===== src/rtl/bf_uart_pkg.sv =====
// Shared UART receive constants and deframer state encoding.
// Pure declarations: no latency, no flow control.
package bf_uart_pkg;

   localparam int UART_DATA_BITS       = 8;
   localparam int DEFAULT_CLKS_PER_BIT = 12;

   typedef logic [UART_DATA_BITS-1:0] uart_byte_t;

   // State encoding kept as plain constants so older tools and netlists can read it.
   typedef logic [2:0] rx_state_t;
   localparam rx_state_t ST_IDLE  = 3'd0;
   localparam rx_state_t ST_START = 3'd1;
   localparam rx_state_t ST_DATA  = 3'd2;
   localparam rx_state_t ST_STOP  = 3'd3;
   localparam rx_state_t ST_BREAK = 3'd4;

endpackage


===== src/rtl/bf_byte_fifo.sv =====
// Circular byte FIFO with a separate occupancy counter and a push-accepted indication.
// Head is a combinational read (0-cycle); a push when full is only accepted if a pop frees the slot.
module bf_byte_fifo #(
   parameter int FIFO_ADDR_WIDTH = 4,
   parameter int WIDTH           = 8
) (
   input  logic                     clk,
   input  logic                     reset,
   input  logic                     push,
   input  logic [WIDTH-1:0]         push_data,
   output logic                     push_ok,
   input  logic                     pop,
   output logic [WIDTH-1:0]         head,
   output logic [FIFO_ADDR_WIDTH:0] count,
   output logic                     full
);

   localparam int DEPTH = 1 << FIFO_ADDR_WIDTH;

   logic [WIDTH-1:0]           mem [DEPTH];
   logic [FIFO_ADDR_WIDTH-1:0] rd_ptr;
   logic [FIFO_ADDR_WIDTH-1:0] wr_ptr;
   logic                       pop_ok;

   assign full    = (count == (FIFO_ADDR_WIDTH+1)'(DEPTH));
   assign pop_ok  = pop && (count != '0);
   assign push_ok = push && (!full || pop_ok);
   assign head    = mem[rd_ptr];

   always_ff @(posedge clk) begin
      if (reset) begin
         rd_ptr <= '0;
         wr_ptr <= '0;
         count  <= '0;
         // Cleared so the head reads 0x00 straight out of reset.
         for (int i = 0; i < DEPTH; i++) begin
            mem[i] <= '0;
         end
      end else begin
         if (push_ok) begin
            mem[wr_ptr] <= push_data;
            wr_ptr      <= wr_ptr + 1'b1;
         end
         if (pop_ok) begin
            rd_ptr <= rd_ptr + 1'b1;
         end
         case ({push_ok, pop_ok})
            2'b10:   count <= count + 1'b1;
            2'b01:   count <= count - 1'b1;
            default: count <= count;
         endcase
      end
   end

endmodule


===== src/rtl/bf_uart_rx_buffer.sv =====
// 8N1 UART deframer feeding a byte FIFO with sticky overflow/framing flags.
// Byte visible 1 cycle after the stop sample; valid/ready pop, bytes dropped (overflow) when full.
module bf_uart_rx_buffer
   import bf_uart_pkg::*;
#(
   parameter int CLKS_PER_BIT    = DEFAULT_CLKS_PER_BIT,
   parameter int FIFO_ADDR_WIDTH = 4
) (
   input  logic                      clk,
   input  logic                      reset,
   input  logic                      rx,
   input  logic                      clear_flags,
   input  logic                      data_ready,
   output logic [UART_DATA_BITS-1:0] data_out,
   output logic                      data_valid,
   output logic [FIFO_ADDR_WIDTH:0]  fifo_count,
   output logic                      overflow,
   output logic                      frame_error
);

   localparam int             CW        = $clog2(CLKS_PER_BIT);
   localparam logic [CW-1:0]  HALF_LAST = CW'(CLKS_PER_BIT / 2 - 1);
   localparam logic [CW-1:0]  BIT_LAST  = CW'(CLKS_PER_BIT - 1);
   localparam logic [2:0]     LAST_BIT  = 3'(UART_DATA_BITS - 1);

   rx_state_t  state;
   logic [CW-1:0] clk_cnt;
   logic [2:0] bit_idx;
   uart_byte_t shreg;

   logic stop_sample;
   logic push;
   logic push_ok;
   logic pop;
   logic fifo_full;
   logic ovf_set;
   logic fe_set;

   assign stop_sample = (state == ST_STOP) && (clk_cnt == BIT_LAST);
   assign push        = stop_sample && rx;
   assign fe_set      = stop_sample && !rx;
   assign ovf_set     = push && fifo_full && !push_ok;
   assign data_valid  = (fifo_count != '0);
   assign pop         = data_valid && data_ready;

   always_ff @(posedge clk) begin
      if (reset) begin
         state   <= ST_IDLE;
         clk_cnt <= '0;
         bit_idx <= '0;
         shreg   <= '0;
      end else begin
         case (state)
            ST_IDLE: begin
               if (!rx) begin
                  state   <= ST_START;
                  clk_cnt <= '0;
               end
            end
            ST_START: begin
               // Mid-bit check rejects low glitches shorter than half a bit.
               if (clk_cnt == HALF_LAST) begin
                  clk_cnt <= '0;
                  bit_idx <= '0;
                  state   <= rx ? ST_IDLE : ST_DATA;
               end else begin
                  clk_cnt <= clk_cnt + 1'b1;
               end
            end
            ST_DATA: begin
               if (clk_cnt == BIT_LAST) begin
                  clk_cnt <= '0;
                  shreg   <= {rx, shreg[UART_DATA_BITS-1:1]};
                  if (bit_idx == LAST_BIT) begin
                     state <= ST_STOP;
                  end else begin
                     bit_idx <= bit_idx + 1'b1;
                  end
               end else begin
                  clk_cnt <= clk_cnt + 1'b1;
               end
            end
            ST_STOP: begin
               if (clk_cnt == BIT_LAST) begin
                  clk_cnt <= '0;
                  state   <= rx ? ST_IDLE : ST_BREAK;
               end else begin
                  clk_cnt <= clk_cnt + 1'b1;
               end
            end
            ST_BREAK: begin
               // A held-low line must return high before another start is accepted.
               if (rx) begin
                  state <= ST_IDLE;
               end
            end
            default: state <= ST_IDLE;
         endcase
      end
   end

   always_ff @(posedge clk) begin
      if (reset) begin
         overflow    <= 1'b0;
         frame_error <= 1'b0;
      end else begin
         if (ovf_set) begin
            overflow <= 1'b1;
         end else if (clear_flags) begin
            overflow <= 1'b0;
         end
         if (fe_set) begin
            frame_error <= 1'b1;
         end else if (clear_flags) begin
            frame_error <= 1'b0;
         end
      end
   end

   bf_byte_fifo #(
      .FIFO_ADDR_WIDTH (FIFO_ADDR_WIDTH),
      .WIDTH           (UART_DATA_BITS)
   ) u_fifo (
      .clk       (clk),
      .reset     (reset),
      .push      (push),
      .push_data (shreg),
      .push_ok   (push_ok),
      .pop       (pop),
      .head      (data_out),
      .count     (fifo_count),
      .full      (fifo_full)
   );

endmodule


===== config.mk =====
export PLATFORM = sky130hd
export DESIGN_NAME = bf_uart_rx_buffer
export DESIGN_NICKNAME = d
export VERILOG_FILES = /design/src/rtl/bf_uart_pkg.sv /design/src/rtl/bf_byte_fifo.sv /design/src/rtl/bf_uart_rx_buffer.sv
export SDC_FILE = /design/constraint.sdc
export NUM_CORES = 1
export LEC_CHECK = 0
export CAP_MARGIN = 20
export CELL_PAD_IN_SITES_DETAIL_PLACEMENT = 1
export CELL_PAD_IN_SITES_GLOBAL_PLACEMENT = 1
export CORE_UTILIZATION = 56
export DETAILED_ROUTE_END_ITERATION = 8
export GPL_TIMING_DRIVEN = 0
export HOLD_SLACK_MARGIN = 0.03
export PLACE_DENSITY_LB_ADDON = 0.1
export SYNTH_ARGS = -nofsm -noshare
export SYNTH_HDL_FRONTEND = slang
export SYNTH_SLANG_ARGS = --single-unit

===== constraint.sdc =====
create_clock -name clk -period 4.7 [get_ports clk]
set_input_delay 1.175 -clock clk [delete_from_list [all_inputs] [get_ports clk]]
set_output_delay 1.175 -clock clk [all_outputs]
set_load 0.05 [all_outputs]

==> git commit body <==
Log flow metrics for this revision

- The run finished with clean final reports.
- In the floorplan report the effective utilization is 0.582.
- Averaged over all synthesized cells, the footprint is 13.5 um^2.
- Core footprint: 13400 um^2
* Data required time at the worst endpoint: 3.52 ns
- Capture endpoint of the worst hold path: frame_error
- Met3 wire length: 1.46 mm
* Logic pwr share: 0.034
- The end-of-flow timing check tallies setup violations at 0.
* Most frequent logic cell in the layout: sky130_fd_sc_hd__and2_1
* Layout Cell Area excl Fill: 8760 um^2
- Among all flip-flop cells after synthesis, the most frequent one is sky130_fd_sc_hd__edfxtp_1.
* Power Internal: 2400 uW
- The smallest clock period supported by the final layout is computed as 4.49 ns.
- Worst-path maximum fanout: 10
- Number of library cell types mapped by synthesis: 54
- Number of warning messages in the yosys log: 0
- Timing would allow up to 223 MHz.
- Setup repair after global routing left no endpoint under its margin.
- Top contributor to total power: registers
- Worst path arrival time: 3.31 ns
- Portion of the post-synthesis area used by sequential elements: 0.588
- The cell-mix breakdown from Yosys lists the adder-cell area share as 0.0192.
- Critical register-to-register path startpoint: u_fifo.count[2]
- Placed standard-cell area: 8210 um^2
* Area fraction in mux cells: 0.110
* # IOs: 21
- For this run, asynchronously set or reset flops after synthesis account for 0.
- Rel. slew slack: 0.230
- Area fraction in xor and xnor cells: 0.00786
* Storage cell area: 4580 um^2
- Wire length of the first global-routing pass: 32.7 mm
- On the critical path, the stage with the largest delay is an instance of sky130_fd_sc_hd__clkdlybuf4s50_1.
- The most frequently used library cell after synthesis is sky130_fd_sc_hd__and2_1.
* Critical Path Sink: data_out[0]
* Sequence of cells on the critical path: clkbuf_1 -> buf_2 -> mux4_2 -> a22oi_1 -> nand2_1 -> clkdlybuf4s50_1
- The routed design uses 11.1 mm of met2 wire.
* Type of destination of the critical path: primary output
- Level count of the clock H-tree: 4
==> run_1/met1.png <==
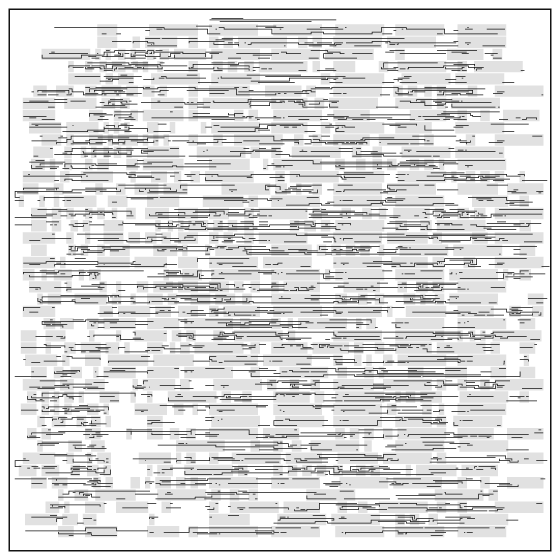
nets with wire on the layer = 612
main direction = horizontal
met1 GRT Util: 0.388
total via count in the routed design: 5065

==> run_1/met2.png <==
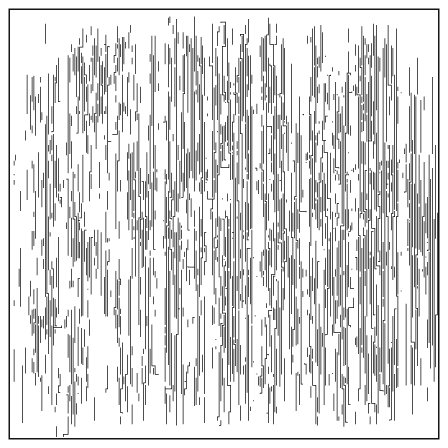
longest straight run = 56.4 um
wire length on this layer = 11100 um
DRT Wirelength: 21.5 mm
met2 demand-to-capacity share in global routing: 0.552

==> run_1/met4.png <==
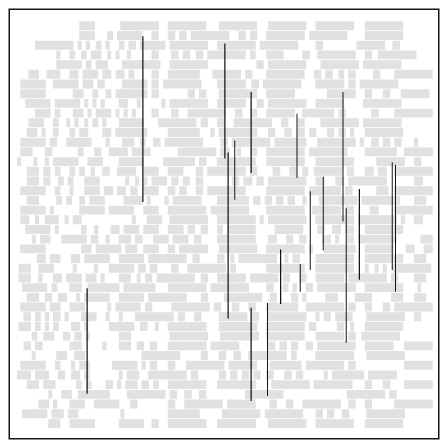
longest straight run = 46.2 um
main direction = vertical
wire length on this layer = 490 um
share of all routed wire = 2.3%

Power is estimated from default activity; no workload was simulated.
